Figure 1. Routed clock nets over the placement (run 1).
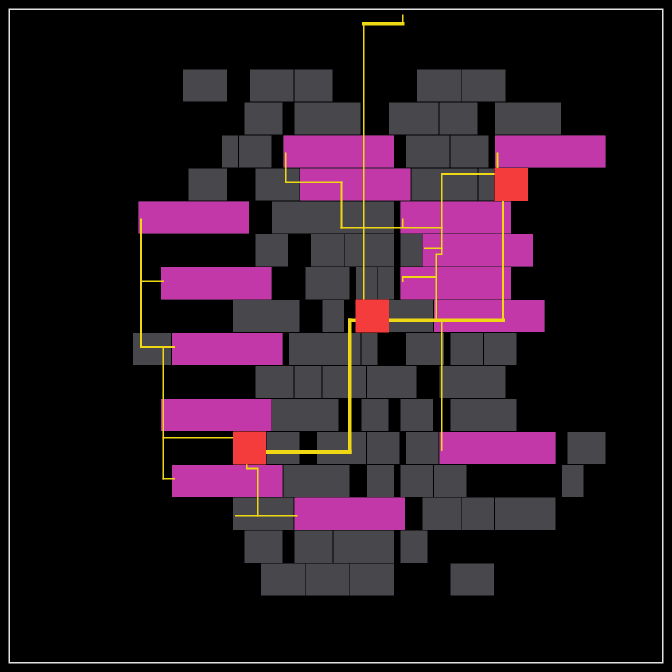
Figure 2. Pin placement (run 1).
Bar = 20 um. Pins as bars across the die edge, other pins in grey.
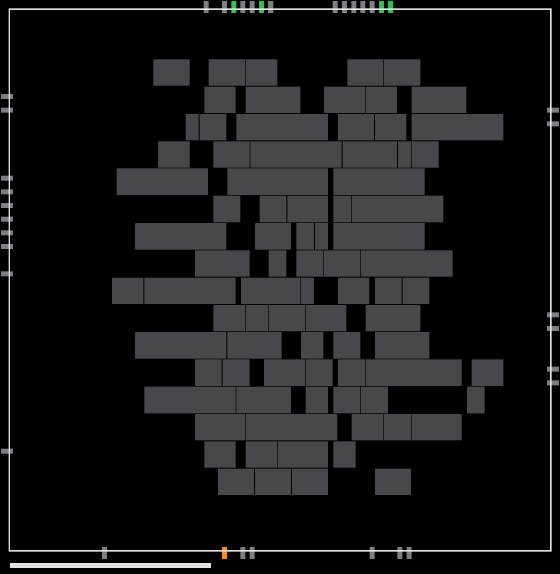
Figure 3. Routed metal per tile (run 1).
Bar = 20 um. 11 x 11 tiles, from dark blue (low) to red (high), scaled to the fullest tile. Values are wire area over tile area, all layers added.
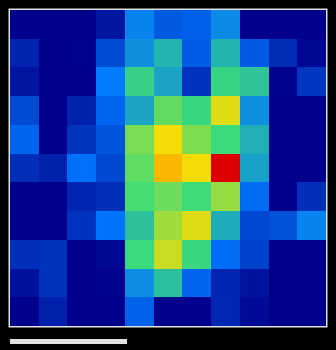
Figure 4. Clock wiring as the flow saved it (run 1).
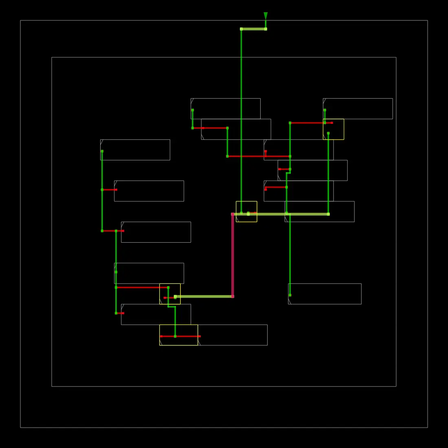
File: src/rtl/multiword_add_seq.sv
// Multiword add sequencer: streams operand words through one narrow external
// adder, chaining its carry between words and registering each sum word.
module multiword_add_seq #(
   parameter int DATA_WIDTH = 4,
   parameter int MAX_WORDS  = 8
) (
   input  logic                  clk,
   input  logic                  rst,
   input  logic                  ci_init,
   input  logic [DATA_WIDTH-1:0] in_a,
   input  logic [DATA_WIDTH-1:0] in_b,
   input  logic                  in_last,
   input  logic                  in_vld,
   output logic                  in_rd,
   output logic [DATA_WIDTH-1:0] adder_a,
   output logic [DATA_WIDTH-1:0] adder_b,
   output logic                  adder_ci,
   input  logic [DATA_WIDTH-1:0] adder_s,
   input  logic                  adder_co,
   output logic [DATA_WIDTH-1:0] out_s,
   output logic                  out_co,
   output logic                  out_last,
   output logic                  out_err,
   output logic                  out_vld,
   input  logic                  out_rd
);

   localparam int CW = $clog2(MAX_WORDS + 1);

   typedef enum logic {
      FIRST = 1'b0,
      CHAIN = 1'b1
   } state_t;

   state_t          state;
   state_t          state_nxt;
   logic            carry_reg;
   logic [CW-1:0]   word_cnt;
   logic [CW-1:0]   cnt_nxt;
   logic            accept;
   logic            overflow;
   logic            fin;

   assign in_rd    = !out_vld | out_rd;
   assign accept   = in_vld & in_rd;
   assign adder_a  = in_a;
   assign adder_b  = in_b;
   assign adder_ci = (state == FIRST) ? ci_init : carry_reg;

   // The current word is the MAX_WORDS-th of its operation.
   assign overflow = (word_cnt == CW'(MAX_WORDS - 1));
   assign fin      = in_last | overflow;

   always_comb begin
      state_nxt = state;
      cnt_nxt   = word_cnt;
      if (accept) begin
         if (fin) begin
            state_nxt = FIRST;
            cnt_nxt   = '0;
         end else begin
            state_nxt = CHAIN;
            cnt_nxt   = word_cnt + CW'(1);
         end
      end
   end

   always_ff @(posedge clk or posedge rst) begin
      if (rst) begin
         state     <= FIRST;
         carry_reg <= 1'b0;
         word_cnt  <= '0;
      end else begin
         state    <= state_nxt;
         word_cnt <= cnt_nxt;
         if (accept) begin
            carry_reg <= adder_co;
         end
      end
   end

   always_ff @(posedge clk or posedge rst) begin
      if (rst) begin
         out_vld  <= 1'b0;
         out_s    <= '0;
         out_co   <= 1'b0;
         out_last <= 1'b0;
         out_err  <= 1'b0;
      end else if (accept) begin
         out_vld  <= 1'b1;
         out_s    <= adder_s;
         out_last <= fin;
         out_co   <= fin ? adder_co : 1'b0;
         out_err  <= overflow & !in_last;
      end else if (out_rd) begin
         out_vld  <= 1'b0;
      end
   end

endmodule

File: config.mk
export PLATFORM = sky130hd
export DESIGN_NAME = multiword_add_seq
export DESIGN_NICKNAME = d
export VERILOG_FILES = /design/src/rtl/multiword_add_seq.sv
export SDC_FILE = /design/constraint.sdc
export NUM_CORES = 1
export LEC_CHECK = 0
export CAP_MARGIN = 25
export CORE_MARGIN = 4
export CORE_UTILIZATION = 34
export DETAILED_ROUTE_END_ITERATION = 16
export GPL_TIMING_DRIVEN = 1
export PLACE_DENSITY = 0.73
export SLEW_MARGIN = 25
export SYNTH_ARGS = -nofsm -noshare
export SYNTH_HDL_FRONTEND = slang
export SYNTH_SLANG_ARGS = --single-unit
File: constraint.sdc
create_clock -name clk -period 1.3 [get_ports clk]
set_clock_uncertainty 0.1 [all_clocks]
set_input_delay 0.13 -clock clk [delete_from_list [all_inputs] [get_ports clk]]
set_output_delay 0.13 -clock clk [all_outputs]
set_load 0.02 [all_outputs]
==> run notes, run 1 <==
Implementation results.

The flow ran to the end, but the final reports show violations. The final reports fail on setup timing. The critical path in this run is classified as reg -> reg.

For this design the static power due to leakage is 0.480 nW. The minimum setup slack among reg-to-reg paths is -90 ps. Counting endpoints that fail hold in the final report gives 0. According to the CTS report, the clock sink count is 14. The number of levels in the clock H-tree is 1. In this run the clock root is driven by a clkbuf_4. Of the total synthesized cell area, the portion taken by XOR and XNOR cells is 0%. The diode insertion count for antenna repair is 0. The floorplan step records an initial core utilization of 36.0%. The number of top-level design ports is 37. The iteration count recorded for the first detailed-route pass is 4. The power density normalized to cell area is 1220 mW/mm2. The number of remaining DRC errors is 0.

Summed over its instances, the top area cell type makes up 49.0% of the synthesized netlist area. For this run the aggregate overflow at the end of global routing stands at 0. The wire length of the first global-routing pass is 2510 um. The region available for standard cell placement spans 0.00198 mm2. The post-place setup slack is -307 ps. Among all cell types in the netlist, the one instantiated most often is dfrtp_1. Counting both buffers and inverters, the worst setup path holds a total of 0. The count of warning messages emitted by the tools is 29.

The number of antenna violations at the first check in global routing came to 0. Yosys stat counts 58 cells in the synthesized netlist. The report shows a maximum critical-path fanout of 4. The Yosys warning count is 0. Once detailed placement completed, the half-perimeter wirelength came to 1190 um. The largest registers in the layout are out_s x4, word_cnt x4. Adding up every negative setup slack in the final design gives -367 ps. For this run, the detailed router reports a per-instance via density of 4.73. The script computed the net switching share of total power as 29.0%. The analysis reports a worst IR drop on VDD of 0.596 mV. The aoi/oai-family share of the synthesized area is 10.7%. Sequential cells account for 42.9% of the total power. The clock transition time at the flip-flop clock pins of the worst setup and hold paths is 80 ps.

Yosys reports a chip area of 714 um2. After synthesis, the share of cell area in mux cells is 11.4%. The sequential area share after synthesis is 49.0%. The startpoint type of the worst setup path is a register. Across all setup checks in the final design, the least slack found is -91.6 ps. The simple-gate area share of the yosys netlist is 14.0%. The instance area after placement is 952 um2. Per the synthesis report, the number of distinct cell types is 26. The synthesized instance count is 58.

The post-cts resize count is 23. The count of flip-flops with a built-in enable after synthesis is 0. For reference, the critical path cell chain is ha_2, and3b_2, nand4bb_4, o21a_1. The most critical setup path has its startpoint at word_cnt[0]$_DFFE_PP0P_. The register bit total from synthesis is 14. The detailed router's first-iteration violation count is 3. In this build the clock could be raised as far as 719 MHz.

OpenSTA lists the critical path endpoint as out_last$_DFFE_PP0P_. The final net count is 104. After synthesis, the most frequently instantiated cells are dfrtp_1 (14), buf_4 (8), mux2_4 (4), o2bb2ai_1 (4), inv_1 (3).

The internal power of the cells is 0.903 mW. The tally of nets with antenna violations remaining after routing is 0. The overall power is 1.27 mW. By area the synthesized netlist is led by dfrtp_1 (49%), buf_4 (8.4%), mux2_4 (8.4%). The synthesized netlist devotes 1.75% of its cell area to adder and majority cells. The cell family contributing the most delay on the critical path is simple AND/OR/NAND/NOR gates. The post-route minimum period is 1390 ps. Looking at the group totals, the largest power group turns out to be registers. STA classifies the critical path endpoint as a register. Routability-driven placement finished with a final weighted congestion of 0.839.

The critical path's largest stage delay is 400 ps. For the worst reg-to-reg path, the endpoint reported by OpenROAD is out_last$_DFFE_PP0P_. For this block, the via count after detailed routing is 520. Leaving out filler cells and counting taps, the final layout contains 110. With fillers left out, the area of the finished cells amounts to 0.00104 mm2. The reported sequential group power is 0.546 mW. TritonCTS built the clock tree.

Per the repair_timing log after CTS, setup buffers inserted total 0. Looking at the cell usage after synthesis, the top flip-flop cell is dfrtp_1. Setup repair after global routing could not meet its margin everywhere.

The max-cap violation count is 0. The net count entering floorplan is 78. Counting pins that exceed their max-slew limit in the final report gives 0. The number of global-route vias before repair was 532. The data required time reported for the critical path is 1370 ps. The tightest min-delay check is of the in -> async type. Of all flip-flops after synthesis, the portion carrying an async set or reset was 100%. The final number of setup-violating endpoints is 7. OpenROAD reports that the post-layout worst path occupies 107% of the period. For reference, the placement row count at floorplan is 16.
Back to the opening pictures, Figure 1:
[flip-flops] magenta | count: 14
[clock drivers] red | count: 3
[clock wires] yellow | length: 174 um
routed clock nets: 4
clock share of power: 24.4%
clk_lat worst skew: 280 ps
reported clock group power: 0.311 mW

Back to the opening pictures, Figure 2:
| port | colour | pins | direction | edge |
|---|---|---|---|---|
| out_s | green | 4 | output | top |
| out_err | orange | 1 | output | bottom |
all pins by edge: 14 top, 10 left, 7 bottom, 6 right
Die Y-Extent: 53.8 um
I/O Buffers: 20
die width: 53.8 um

Back to the opening pictures, Figure 3:
densest ninth of the die: centre
tiles over half the peak: 13%
fullest tile: 0.42
all-layer global routing usage: 12.2%
average routed wire per standard cell: 14.7 um
wire length after detailed routing: 1620 um

Back to the opening pictures, Figure 4:
clkbuf count: 4
number of buffers added by the clock tree synthesis step: 3

==> run 1: per-layer routing <==
layer / wire [um] / global-route usage, % / part of all wire, %
met1: 583 / 12.7 / 36
met5: 0 / 0 / 0
met2: 963 / 22.6 / 59
met3: 62 / 2.77 / 3.8
met4: 10 / 6.38 / 0.62
==> run 1: cell usage in the layout, fill, tap and decap left out, drive strengths merged, types with 2 or more instances in the layout <==
master         count
and3               2
buf               13
clkbuf             4
clkdlybuf4s50     10
dfrtp             14
dlygate4sd2        8
inv                3
mux2               5
nand2b             2
nand3              2
nor2b              2
o21ai              2
o2bb2ai            4
==> run 1: layout make-up <==
type | count | area (um2)
timing repair buffer | 31 | 277
tap | 27 | 33.8
clock buffer | 4 | 36.3
sequential | 14 | 352
multi-input combinational | 31 | 334
fill | 164 | 938
inverter | 3 | 11.3
--- run 2 (diff from run 1) ---
--- a/config.mk
+++ b/config.mk
@@ -16,2 +16,3 @@
 export SYNTH_HDL_FRONTEND = slang
 export SYNTH_SLANG_ARGS = --single-unit
+export TNS_END_PERCENT = 100
==> constraint.sdc (replaced) <==
create_clock -name clk -period 1.3 [get_ports clk]
set_clock_uncertainty 0.1 [all_clocks]
set_input_delay 0.26 -clock clk [delete_from_list [all_inputs] [get_ports clk]]
set_output_delay 0.26 -clock clk [all_outputs]
set_load 0.02 [all_outputs]
==> run 2 against run 1 <==
  * The flow still finishes with violations (setup timing)
  * Clock power shrank 19%
  * Register-to-register slack better by 30 ps
  * Cell area is 1.3% lower
  * Global-route usage shrank 0.91 points
  * Worst hold slack gained 140 ps
  * Critical path type is now reg -> out
  * Critical endpoint is now adder_ci
==> run notes, run 2 <==
Implementation results.

The clock network is responsible for 21.0% of the overall power. Yosys reports that the most numerous cell types are dfrtp_1 (14), buf_4 (8), mux2_4 (4), o2bb2ai_1 (4), inv_1 (3). The count of warning messages emitted by the tools is 29. Max-cap violations in this run came to 0. The final max-slew violation count is 0. The smallest clock period supported by the final layout is computed as 1480 ps. Tap insertion was completed with 27 tapcells. Per the Yosys statistics, synthesis produced 58 cells. The number of antenna violations at the first check in global routing came to 0. The minimum setup slack among reg-to-reg paths is -60 ps. The biggest area consumer among cell classes is flip-flops and latches. The clock reaches the later pin of the worst-skew pair after 280 ps. The number of remaining DRC errors is 0. The number of top-level design ports is 37. The x dimension of the die is 53.8 um. By instance count after routing, the leading logic cell type is dfrtp_1.

According to the cell report, the number of logic gates is 31. The netlist uses 26 different library cells. The diode insertion count for antenna repair is 0. The net count entering floorplan is 78. Hold-check failures listed in the final report amount to 0. The XOR/XNOR share of the synthesized area is 0%. Traced cell by cell, the critical path runs through mux2_4, buf_6. The aoi/oai-family share of the synthesized area is 10.7%. The post-layout instance area is 0.00103 mm2.

The final timing summary puts the cycle share of the worst path at 114%. The layout report lists the clock-cell share of area as 2.55%. Measured against the total synthesized area, the mux share comes to 11.4%.

The CTS report gives the tree buffer count as 3. The worst setup path is launched from a register. Setup repair after global routing could not meet its margin everywhere.

After the first detailed-routing iteration, the DRC count stood at 6. The net switching share of the total power is 28.6%. The first global-routing pass estimated 2350 um of wire. The synthesis report gives the async set-or-reset register share as 100%. The number of global-route vias before repair was 535. According to the cell report, flip-flops and latches in the layout number 14. The commonest register cell is dfrtp_1. The area of the multi-input gates is 325 um2.

The core region is 0.00198 mm2. The power density normalized to cell area is 1160 mW/mm2. The register bit total from synthesis is 14. Summing all flip-flop and latch instances after layout gives 352 um2. The clock tree from TritonCTS is built. The most numerous cell in the Yosys netlist is dfrtp_1. The count of nets left with antenna violations once routing finished came out at 0. Together, buffers and inverters on the worst path number 1. In the final layout, excluding clock inverters the inverter count is 3. The number of sinks driven by the clock tree is 14. In the post-route analysis, the smallest setup slack over all paths is -183 ps.

The group drawing the most power is registers. The post-placement cell area is 945 um2. The final-layout non-clock buffer area share is 27.3%.

Once the clock tree was built, the setup fixing pass inserted 2 buffers. The count of input and output buffers is 20. Sorting the synthesized cells by area gives the leading types as dfrtp_1 (49%), buf_4 (8.4%), mux2_4 (8.4%).

The flow ran to the end, but the final reports show violations. The final reports fail on setup timing. For the sequential group, total power comes out at 0.544 mW.

Of the total standard cell area in the layout, the sequential portion is 34.1%. The overall power is 1.19 mW. Leaving out fill and tap cells, the most frequent cells in the layout are dfrtp_1 (13), clkdlybuf4s50_1 (9), buf_4 (8).

The total met3 wirelength after detailed routing is 89 um. The total routed wire length on the met1 layer is 586 um. The pre-antenna-repair detailed-routing pass consisted of 4 iterations. The final net count is 105. The class of the most critical hold timing path is in -> async. The simple-gate area share of the yosys netlist is 14.0%. In this run the clock root is driven by a clkbuf_4. Global routing consumed, on the met3 layer, 4.43% of the routing resources. The critical path's largest stage delay is 410 ps. The highest clock rate this design can be run at is 674 MHz. The logic share of the area is 31.6%. The registers reported with the highest flop counts are out_s x4, word_cnt x4.

The internal power of the cells is 0.853 mW. Per Yosys stat, the portion of area used by sequential elements is 49.0%. The kind of critical path is reg -> out. The peak fanout along the critical path is 2. The final number of setup-violating endpoints is 9. Routed signal wires occupy layers up through met4.

The layout buffer count excluding clock buffers is 32. The required time at the endpoint of the critical path is 940 ps. Among cell families on the critical path, the largest total delay comes from flip-flops. The share of synthesized cell area in full adder, half adder and majority cells is 1.75%.
==> run 2: worst max-delay path by stage <==
stage	start	endpoint	depth (start not counted)
2_1_floorplan	out_vld$_DFFE_PP0P_	out_s[0]$_DFFE_PP0P_	5
3_3_place_gp	ci_init	adder_ci	3
3_5_place_dp	ci_init	adder_ci	3
4_1_cts	state$_DFFE_PP0P_	adder_ci	2
5_1_grt	state$_DFFE_PP0P_	adder_ci	2
6_report	state$_DFFE_PP0P_	adder_ci	2
==> run 2: stage by stage <==
stage          TNS, ps  util [%]  instances  setup slack, ps  hold WS, ps
4_1_cts           -287      51.6        111             -191          173
6_report          -408      52.0        111             -183          172
5_1_grt           -952      52.0        111             -227          208
2_1_floorplan     -608         -         58             -131         49.2
3_3_place_gp     -4830      47.7        105             -500          379
3_5_place_dp     -5050      47.7        105             -503          379
Figure 5. Routed metal per tile (run 2).
Bar = 20 um. 11 x 11 tiles, from dark blue (low) to red (high), scaled to the fullest tile. Values are wire area over tile area, all layers added.
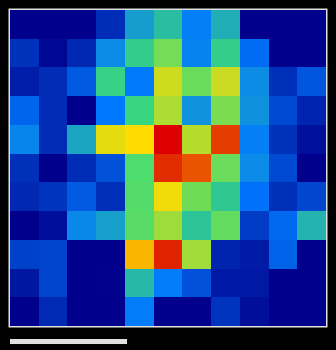
emptiest ninth of the die: lower left
mean over tiles: 0.080
densest ninth of the die: centre
tiles over half the peak: 20%
all-layer global routing usage: 11.3%
wire length after detailed routing: 1450 um
average routed wire per standard cell: 13.1 um
routed vias: 507

Figure 6. Pin placement (run 2).
Bar = 20 um. Pins as bars across the die edge, other pins in grey.
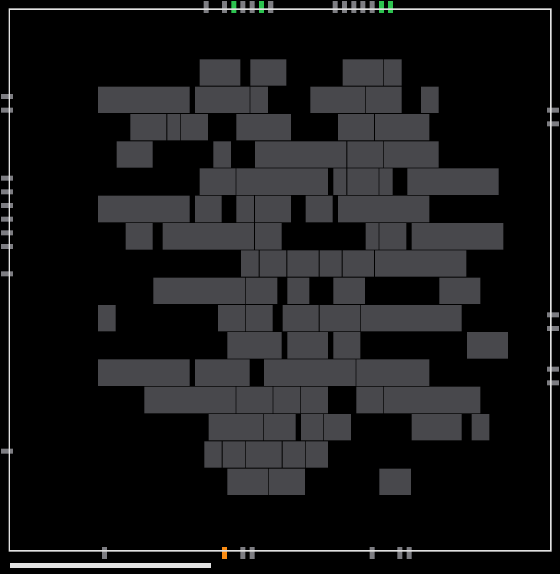
| port | colour | pins | direction | edge |
|---|---|---|---|---|
| out_err | orange | 1 | output | bottom |
| out_s | green | 4 | output | top |
all pins by edge: 14 top, 10 left, 7 bottom, 6 right

Figure 7. M1 wires (run 2).
Bar = 20 um.
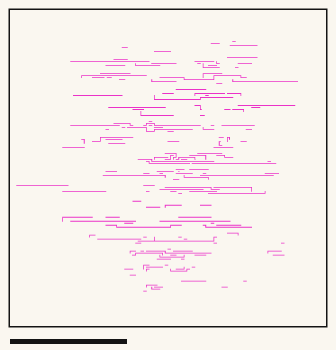
share of all routed wire: 40%
nets with wire on the layer: 85
longest straight run: 14.3 um
main direction: horizontal
met1 Resource Use GR: 13.7%

--- run 3 (diff from run 2) ---
PLACE_DENSITY = unset   (was 0.73)
PLACE_DENSITY_LB_ADDON = 0.12   (was unset)
Figure 8. Routed clock nets over the placement (run 3).
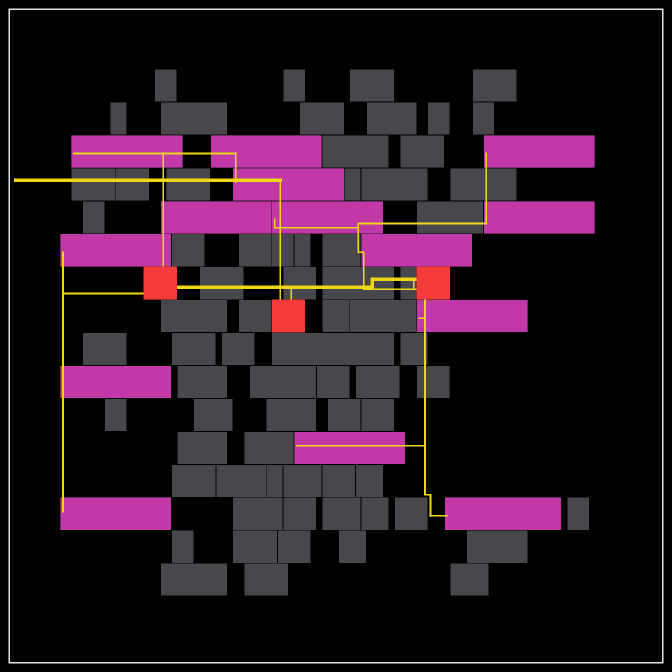
[clock wires] yellow | length: 182 um
[clock drivers] red | count: 3
[flip-flops] magenta | count: 14
routed clock nets: 4
reported clock group power: 0.249 mW
clock share of power: 20.7%

Figure 9. Pin placement (run 3).
Bar = 20 um. Pins as bars across the die edge, other pins in grey.
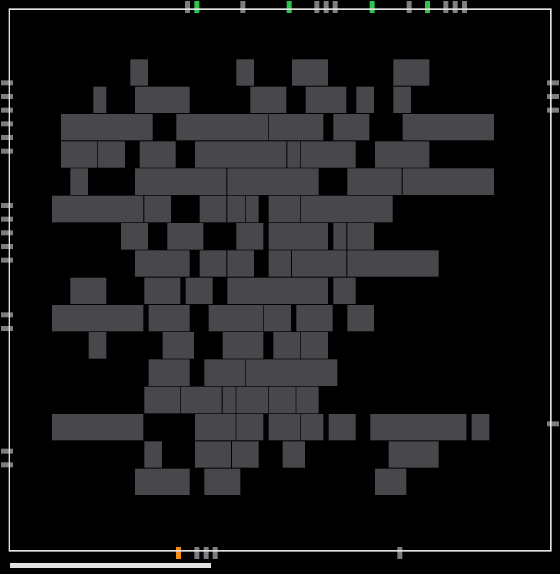
| port | colour | pins | direction | edge |
|---|---|---|---|---|
| out_s | green | 4 | output | top |
| out_err | orange | 1 | output | bottom |

Figure 10. Clock wiring as the flow saved it (run 3).
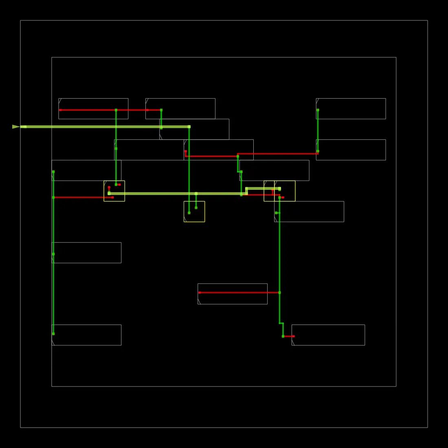
count of clock tree sinks: 14
sequential cell count: 14

==> run 3 against run 2 <==
  * The run still ends with setup timing left
  * Final cell count up 2.7%
  * Critical path type unchanged
  * Sequential power about the same
  * Highest routed layer is now met3
  * Maximum frequency about the same
  * Register-to-register slack worse by 30 ps
  * Worst setup slack worse by 0.71 ps
  * Total power up 1.2%
==> run notes, run 3 <==
Implementation results.

The clock tree from TritonCTS is built. Per the CTS log, the maximum H-tree level is 1. The overflow left after global routing is 0.

Warnings raised by the tools during the run amount to 29. The post-synthesis cell count from yosys is 58. Counting endpoints that fail hold in the final report gives 0.

Once the clock tree was built, the setup fixing pass inserted 4 buffers. The critical register-to-register path endpoint is out_last$_DFFE_PP0P_. According to the finish report, the design has a final net count of 108. Once placement completed, the tool counted placed cells totaling 105. The number of antenna violations at the first check in global routing is 0. Sequential cells consume a total of 0.545 mW. The non-filler instance count after layout is 114. The number of remaining DRC errors is 0.

In this run, the synthesized area fraction spent on AND-OR/OR-AND gates is recorded as 10.7%. The worst setup path is captured at a primary output. The run finished, with violations left. dfrtp_1 is the most common cell in the netlist. The tightest hold path in the finished design has a slack of 177 ps. During placement, the flow inserted port buffers numbering 20. The row count is 16.

Summed over all nets, the half-perimeter wirelength after detailed placement is 1100 um. Max-cap violations in this run came to 0. The insertion delay to the later sink of the worst-skew pair is 280 ps. The checks that failed: setup timing. In this run the count of I/O pins placed on the die edge is 37. The final antenna diode tally reported by the flow is 0. Total power for the finished layout comes to 1.21 mW.

In this build the clock could be raised as far as 674 MHz. The final number of setup-violating endpoints is 9. The peak supply drop is 0.680 mV.

The proportion of synthesized flip-flops having asynchronous set or reset is 100%. Once routing completed, OpenROAD measured the worst setup slack at -183 ps. For reference, the mux area share after synthesis is 11.4%. The wire length of the first global-routing pass is 2390 um.
==> run 3: layout make-up <==
type	instances	area [um2]	share of cell area [%]
multi-input combinational	31	345	32.8
sequential	14	352	33.4
inverter	3	11.3	1.07
tap	27	33.8	3.21
clock buffer	4	26.3	2.49
timing repair buffer	35	285	27.1
==> run 3: routing by layer <==
| layer | vias to the layer above | wire, um | track usage, % |
|---|---|---|---|
| met3 | 0 | 104 | 5.26 |
| met4 | 0 | 0 | 1.28 |
| li1 | 254 | - | - |
| met5 | - | 0 | 0 |
| met2 | 18 | 790 | 19.0 |
| met1 | 253 | 641 | 14.4 |
==> run 3: critical path: stages, from the launching register on <==
cell     delay [ps]
dfrtp_1         410
mux2_4          310
buf_6           130
Power is estimated from default activity; no workload was simulated.
